$ cat src/rtl/mul_seq_ctrl.sv
// Issue/sequencing controller for the pipelined Wallace-tree multiplier: sets operand
// signedness, launches into the fixed-latency datapath, selects the result half, caches the last product.
module mul_seq_ctrl #(
    parameter int DataWidth   = 64,
    parameter int PipeLatency = 4
) (
    input  logic                     Clk,
    input  logic                     Rst,
    input  logic                     MulReqValid,
    output logic                     MulReqReady,
    input  logic [2:0]               MulOp,
    input  logic [DataWidth-1:0]     Rs1Data,
    input  logic [DataWidth-1:0]     Rs2Data,
    input  logic [4:0]               RdAddr,
    input  logic                     Flush,
    output logic                     PipeLaunch,
    output logic [DataWidth-1:0]     PipeOpA,
    output logic [DataWidth-1:0]     PipeOpB,
    output logic                     PipeSignedA,
    output logic                     PipeSignedB,
    input  logic [2*DataWidth-1:0]   PipeSum,
    output logic                     MulHoldToEx,
    output logic                     MulRespValid,
    output logic [DataWidth-1:0]     MulResult,
    output logic [4:0]               MulRespRdAddr,
    output logic [1:0]               DbgState
);

    // Handshake: a request transfers in a cycle where MulReqValid and MulReqReady are both
    // high; EX keeps the request stable while it is held. Ready drops combinationally on Flush.

    localparam int CntW = $clog2(PipeLatency + 1);

    localparam logic [2:0] OpMul    = 3'b000;
    localparam logic [2:0] OpMulh   = 3'b001;
    localparam logic [2:0] OpMulhu  = 3'b011;
    localparam logic [2:0] OpMulw   = 3'b100;

    typedef enum logic [1:0] {
        StIdle  = 2'd0,
        StBusy  = 2'd1,
        StDrain = 2'd2,
        StDone  = 2'd3
    } state_t;

    state_t                   state;
    logic [CntW-1:0]          cnt;
    logic [2:0]               opReg;
    logic [4:0]               tagReg;
    logic [DataWidth-1:0]     rs1Reg;
    logic [DataWidth-1:0]     rs2Reg;
    logic                     signedAReg;
    logic                     signedBReg;
    logic [DataWidth-1:0]     resultReg;

    logic                     cacheValid;
    logic [2*DataWidth-1:0]   cacheSum;
    logic [DataWidth-1:0]     cacheA;
    logic [DataWidth-1:0]     cacheB;
    logic                     cacheSignedA;
    logic                     cacheSignedB;

    logic [2:0]               reqOp;
    logic                     reqIsW;
    logic                     reqSignedA;
    logic                     reqSignedB;
    logic [DataWidth-1:0]     reqOpA;
    logic [DataWidth-1:0]     reqOpB;
    logic                     hit;
    logic                     accept;
    logic                     launch;

    function automatic logic [DataWidth-1:0] selectHalf(input logic [2*DataWidth-1:0] sum,
                                                        input logic [2:0] op);
        logic [DataWidth-1:0] r;
        case (op)
            OpMul:   r = sum[DataWidth-1:0];
            OpMulw:  r = {{(DataWidth-32){sum[31]}}, sum[31:0]};
            default: r = sum[2*DataWidth-1:DataWidth];
        endcase
        return r;
    endfunction

    // Illegal encodings execute as MUL.
    always_comb begin
        reqOp      = (MulOp > OpMulw) ? OpMul : MulOp;
        reqIsW     = (reqOp == OpMulw);
        reqSignedA = (reqOp != OpMulhu);
        reqSignedB = (reqOp == OpMul) || (reqOp == OpMulh) || (reqOp == OpMulw);
        reqOpA     = reqIsW ? {{(DataWidth-32){Rs1Data[31]}}, Rs1Data[31:0]} : Rs1Data;
        reqOpB     = reqIsW ? {{(DataWidth-32){Rs2Data[31]}}, Rs2Data[31:0]} : Rs2Data;
        // MUL's low half does not depend on signedness, so any cached pair serves it.
        hit        = cacheValid && !reqIsW && (Rs1Data == cacheA) && (Rs2Data == cacheB) &&
                     ((reqOp == OpMul) ||
                      ((reqSignedA == cacheSignedA) && (reqSignedB == cacheSignedB)));
        accept     = (state == StIdle) && MulReqValid && !Flush;
        launch     = accept && !hit;
    end

    assign MulReqReady   = (state == StIdle) && !Flush;
    assign PipeLaunch    = launch;
    assign PipeOpA       = launch ? reqOpA : '0;
    assign PipeOpB       = launch ? reqOpB : '0;
    assign PipeSignedA   = launch && reqSignedA;
    assign PipeSignedB   = launch && reqSignedB;
    assign MulHoldToEx   = (state == StBusy) || (state == StDrain) || launch;
    assign MulRespValid  = (state == StDone) && !Flush;
    assign MulResult     = resultReg;
    assign MulRespRdAddr = tagReg;
    assign DbgState      = state;

    always_ff @(posedge Clk or negedge Rst) begin
        if (!Rst) begin
            state        <= StIdle;
            cnt          <= '0;
            opReg        <= '0;
            tagReg       <= '0;
            rs1Reg       <= '0;
            rs2Reg       <= '0;
            signedAReg   <= 1'b0;
            signedBReg   <= 1'b0;
            resultReg    <= '0;
            cacheValid   <= 1'b0;
            cacheSum     <= '0;
            cacheA       <= '0;
            cacheB       <= '0;
            cacheSignedA <= 1'b0;
            cacheSignedB <= 1'b0;
        end else begin
            case (state)
                StIdle: begin
                    if (accept) begin
                        opReg  <= reqOp;
                        tagReg <= RdAddr;
                        if (hit) begin
                            resultReg <= selectHalf(cacheSum, reqOp);
                            state     <= StDone;
                        end else begin
                            rs1Reg     <= Rs1Data;
                            rs2Reg     <= Rs2Data;
                            signedAReg <= reqSignedA;
                            signedBReg <= reqSignedB;
                            cnt        <= CntW'(PipeLatency);
                            state      <= StBusy;
                        end
                    end
                end
                StBusy: begin
                    cnt <= cnt - CntW'(1);
                    if (Flush) begin
                        // The in-flight product is dropped; the drain only waits it out.
                        state <= (cnt == CntW'(1)) ? StIdle : StDrain;
                    end else if (cnt == CntW'(1)) begin
                        resultReg <= selectHalf(PipeSum, opReg);
                        if (opReg != OpMulw) begin
                            cacheValid   <= 1'b1;
                            cacheSum     <= PipeSum;
                            cacheA       <= rs1Reg;
                            cacheB       <= rs2Reg;
                            cacheSignedA <= signedAReg;
                            cacheSignedB <= signedBReg;
                        end
                        state <= StDone;
                    end
                end
                StDrain: begin
                    cnt <= cnt - CntW'(1);
                    if (cnt == CntW'(1)) state <= StIdle;
                end
                StDone: begin
                    state <= StIdle;
                end
                default: state <= StIdle;
            endcase
        end
    end

endmodule

$ cat config.mk
export PLATFORM = sky130hd
export DESIGN_NAME = mul_seq_ctrl
export DESIGN_NICKNAME = d
export VERILOG_FILES = /design/src/rtl/mul_seq_ctrl.sv
export SDC_FILE = /design/constraint.sdc
export NUM_CORES = 1
export LEC_CHECK = 0
export CELL_PAD_IN_SITES_DETAIL_PLACEMENT = 0
export CELL_PAD_IN_SITES_GLOBAL_PLACEMENT = 1
export CORE_MARGIN = 2
export CORE_UTILIZATION = 44
export CTS_CLUSTER_DIAMETER = 50
export CTS_CLUSTER_SIZE = 25
export DETAILED_ROUTE_END_ITERATION = 12
export PLACE_DENSITY = 0.94
export SLEW_MARGIN = 15
export SYNTH_ARGS = -nofsm -noshare
export SYNTH_HDL_FRONTEND = slang
export SYNTH_SLANG_ARGS = --single-unit
$ cat constraint.sdc
create_clock -name Clk -period 8 [get_ports Clk]
set_input_delay 1.6 -clock Clk [delete_from_list [all_inputs] [get_ports Clk]]
set_output_delay 1.6 -clock Clk [all_outputs]
set_load 0.02 [all_outputs]
==> CHANGELOG.md <==
### Physical design

- Hold buffers post-CTS: 0
- Residual DRC: 0
- Max clock buf depth: 3
- Register area: 11660 um2
- Synth top cells by count: dfrtp_1, mux2_2, nand2_1, o21ai_0, clkbuf_1
- Final setup margin: 0.6674 ns
- Pleak: 13.61 nW
- Slowest stage cell, crit path: clkdlybuf4s50_1
- Cell Rows: 85
- Final setup vio count: 0
- Period minus WS final: 7.333 ns
- Top Ports: 473
- Pre-CTS setup slack: 0.7396 ns
- Worst-path cell chain: clkdlybuf4s50_1, or3b_4, o221ai_1, or4_1, nor4_1, nand4_1, nand2_4, buf_12, a21oi_1, clkdlybuf4s50_1
- CTS resizes: 0
- Post-CTS setup buffer count: 0
- Starting DRT DRC Count: 1775
- Worst Setup End Kind: primary output
- Top cells by area, synth: dfrtp_1, mux2_2, o21ai_0
- Pwr/cell area: 337.1 nW/um2
- Top Layout Cells: dfrtp_1, clkdlybuf4s50_1, mux2_2
- Chip height: 237.8 um
- Core ar.: 53920 um2
- Max reg flops: 128
- Largest class: flip-flops and latches
- Starting Density: 0.4461
- Synth Seq Share: 0.4848
- # Cells Yosys: 2310
- NonClk Buf Share: 0.1637
- FFs w/ async S/R, synth: 1.000
- Worst skew pair latency: 0.62 ns
- Fraction of area in registers: 0.3768
- Slew headroom: 0.1797
- Non-clock inverters: 40
- # nets final: 2957
- Sink Count: 466
- Share of layout cells above drive strength 1: 0.1717
- Registers, synthesis: 466
- CP startpoint kind: input pin
- Count leader, synth: dfrtp_1
- Die W: 237.8 um
- Synth Flop Type: dfrtp_1
- CTS Buf Count: 49
- Setup_tns: 0 ns
- Status: finished, final reports clean
- Cell variety after synth: 57
- Final Hold Viols: 0
- First-pass GRT wire length: 125900 um
- Syn Std Cell Area: 24060 um2
- CP max FO: 32
- Max incr delay on CP: 0.76 ns
- Reg clk slew, reported paths: 0.07 ns
- CTS tree: built
- Crit path DAT: 5.73 ns
- Flip-flop and latch count: 466
- CP Buf/Inv Count: 3
- Port Buffers: 472
- Yosys Warn Count: 0
- Final Skew: 0.04336 ns
- Crit path max-delay family: simple AND/OR/NAND/NOR gates
- Die area: 56560 um2
[metrics by stage]
step / total power [mW] / area (um2) / utilization / hold slack (ns) / std cells
after floorplan: 6.449 / 24060 / - / 0.4458 / 2310
after global routing: 11.01 / 30950 / 0.5740 / 0.4875 / 3418
after detailed placement: 8.081 / 29280 / 0.5431 / 0.4617 / 3328
after global placement: 7.881 / 29280 / 0.5430 / 0.4548 / 3328
after CTS: 10.44 / 30940 / 0.5738 / 0.4781 / 3416
final: 10.43 / 30950 / 0.5740 / 0.4745 / 3419
[final timing paths]
path                             startpoint               end  slack [ns]  cells after the start
setup reg to reg                 cacheA[11]     MulResult[36]        3.48                      9
min in group asynchronous               Rst      cacheSum[41]        0.99                      1
max in group asynchronous               Rst        rs2Reg[21]        5.49                      2
hold / removal             MulRespRdAddr[2]  MulRespRdAddr[2]        0.47                      2
setup / recovery                   MulOp[0]       PipeOpA[44]        0.67                     10
hold reg to reg            MulRespRdAddr[2]  MulRespRdAddr[2]        0.47                      2
[metal layers]
metal  GRT usage  wire [um]  vias up
li1            -          -     9153
met2      0.4928      41010      948
met5           0         39        -
met1      0.3649      32630    10332
met3     0.04801       6323      160
met4      0.1077       3119        6
[power by group]
part	internal [mW]	total, mW	switching, mW
clock network	1.24	2.35	1.10
registers	3.33	3.95	0.619
logic	1.90	4.14	2.24
[logic make-up (layout without fill, tap and decap cells)]
family,count (synthesis),count (layout),synth area share
XOR/XNOR,64,64,0.02330
other,0,3,0
multiplexers,316,316,0.1478
buffers and inverters,230,640,0.03896
adder cells (fa/ha/maj),6,6,0.003121
AND-OR/OR-AND,565,565,0.1529
AND/OR/NAND/NOR,663,663,0.1492
flip-flops,466,466,0.4848
met2.png
(1 px per um) Cells faint in the background.
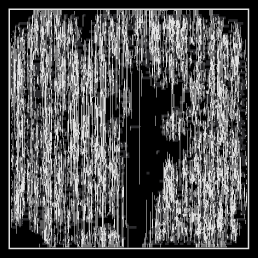
wire length on this layer	41.0 mm
longest straight run	148 um
global routing usage on met2: 0.4928
Detailed Route WL: 83130 um

met3.png
(1 px per um)
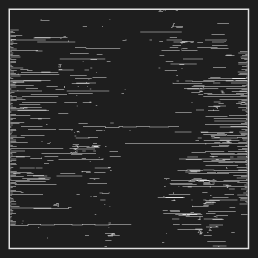
main direction	horizontal
share of all routed wire	7.6%
longest straight run	122 um
wire length on this layer	6320 um
nets with wire on the layer	449
Via Count: 20599
grt met3 use: 0.04801

Power figures rest on the tool's default switching activity, not on a simulated workload.
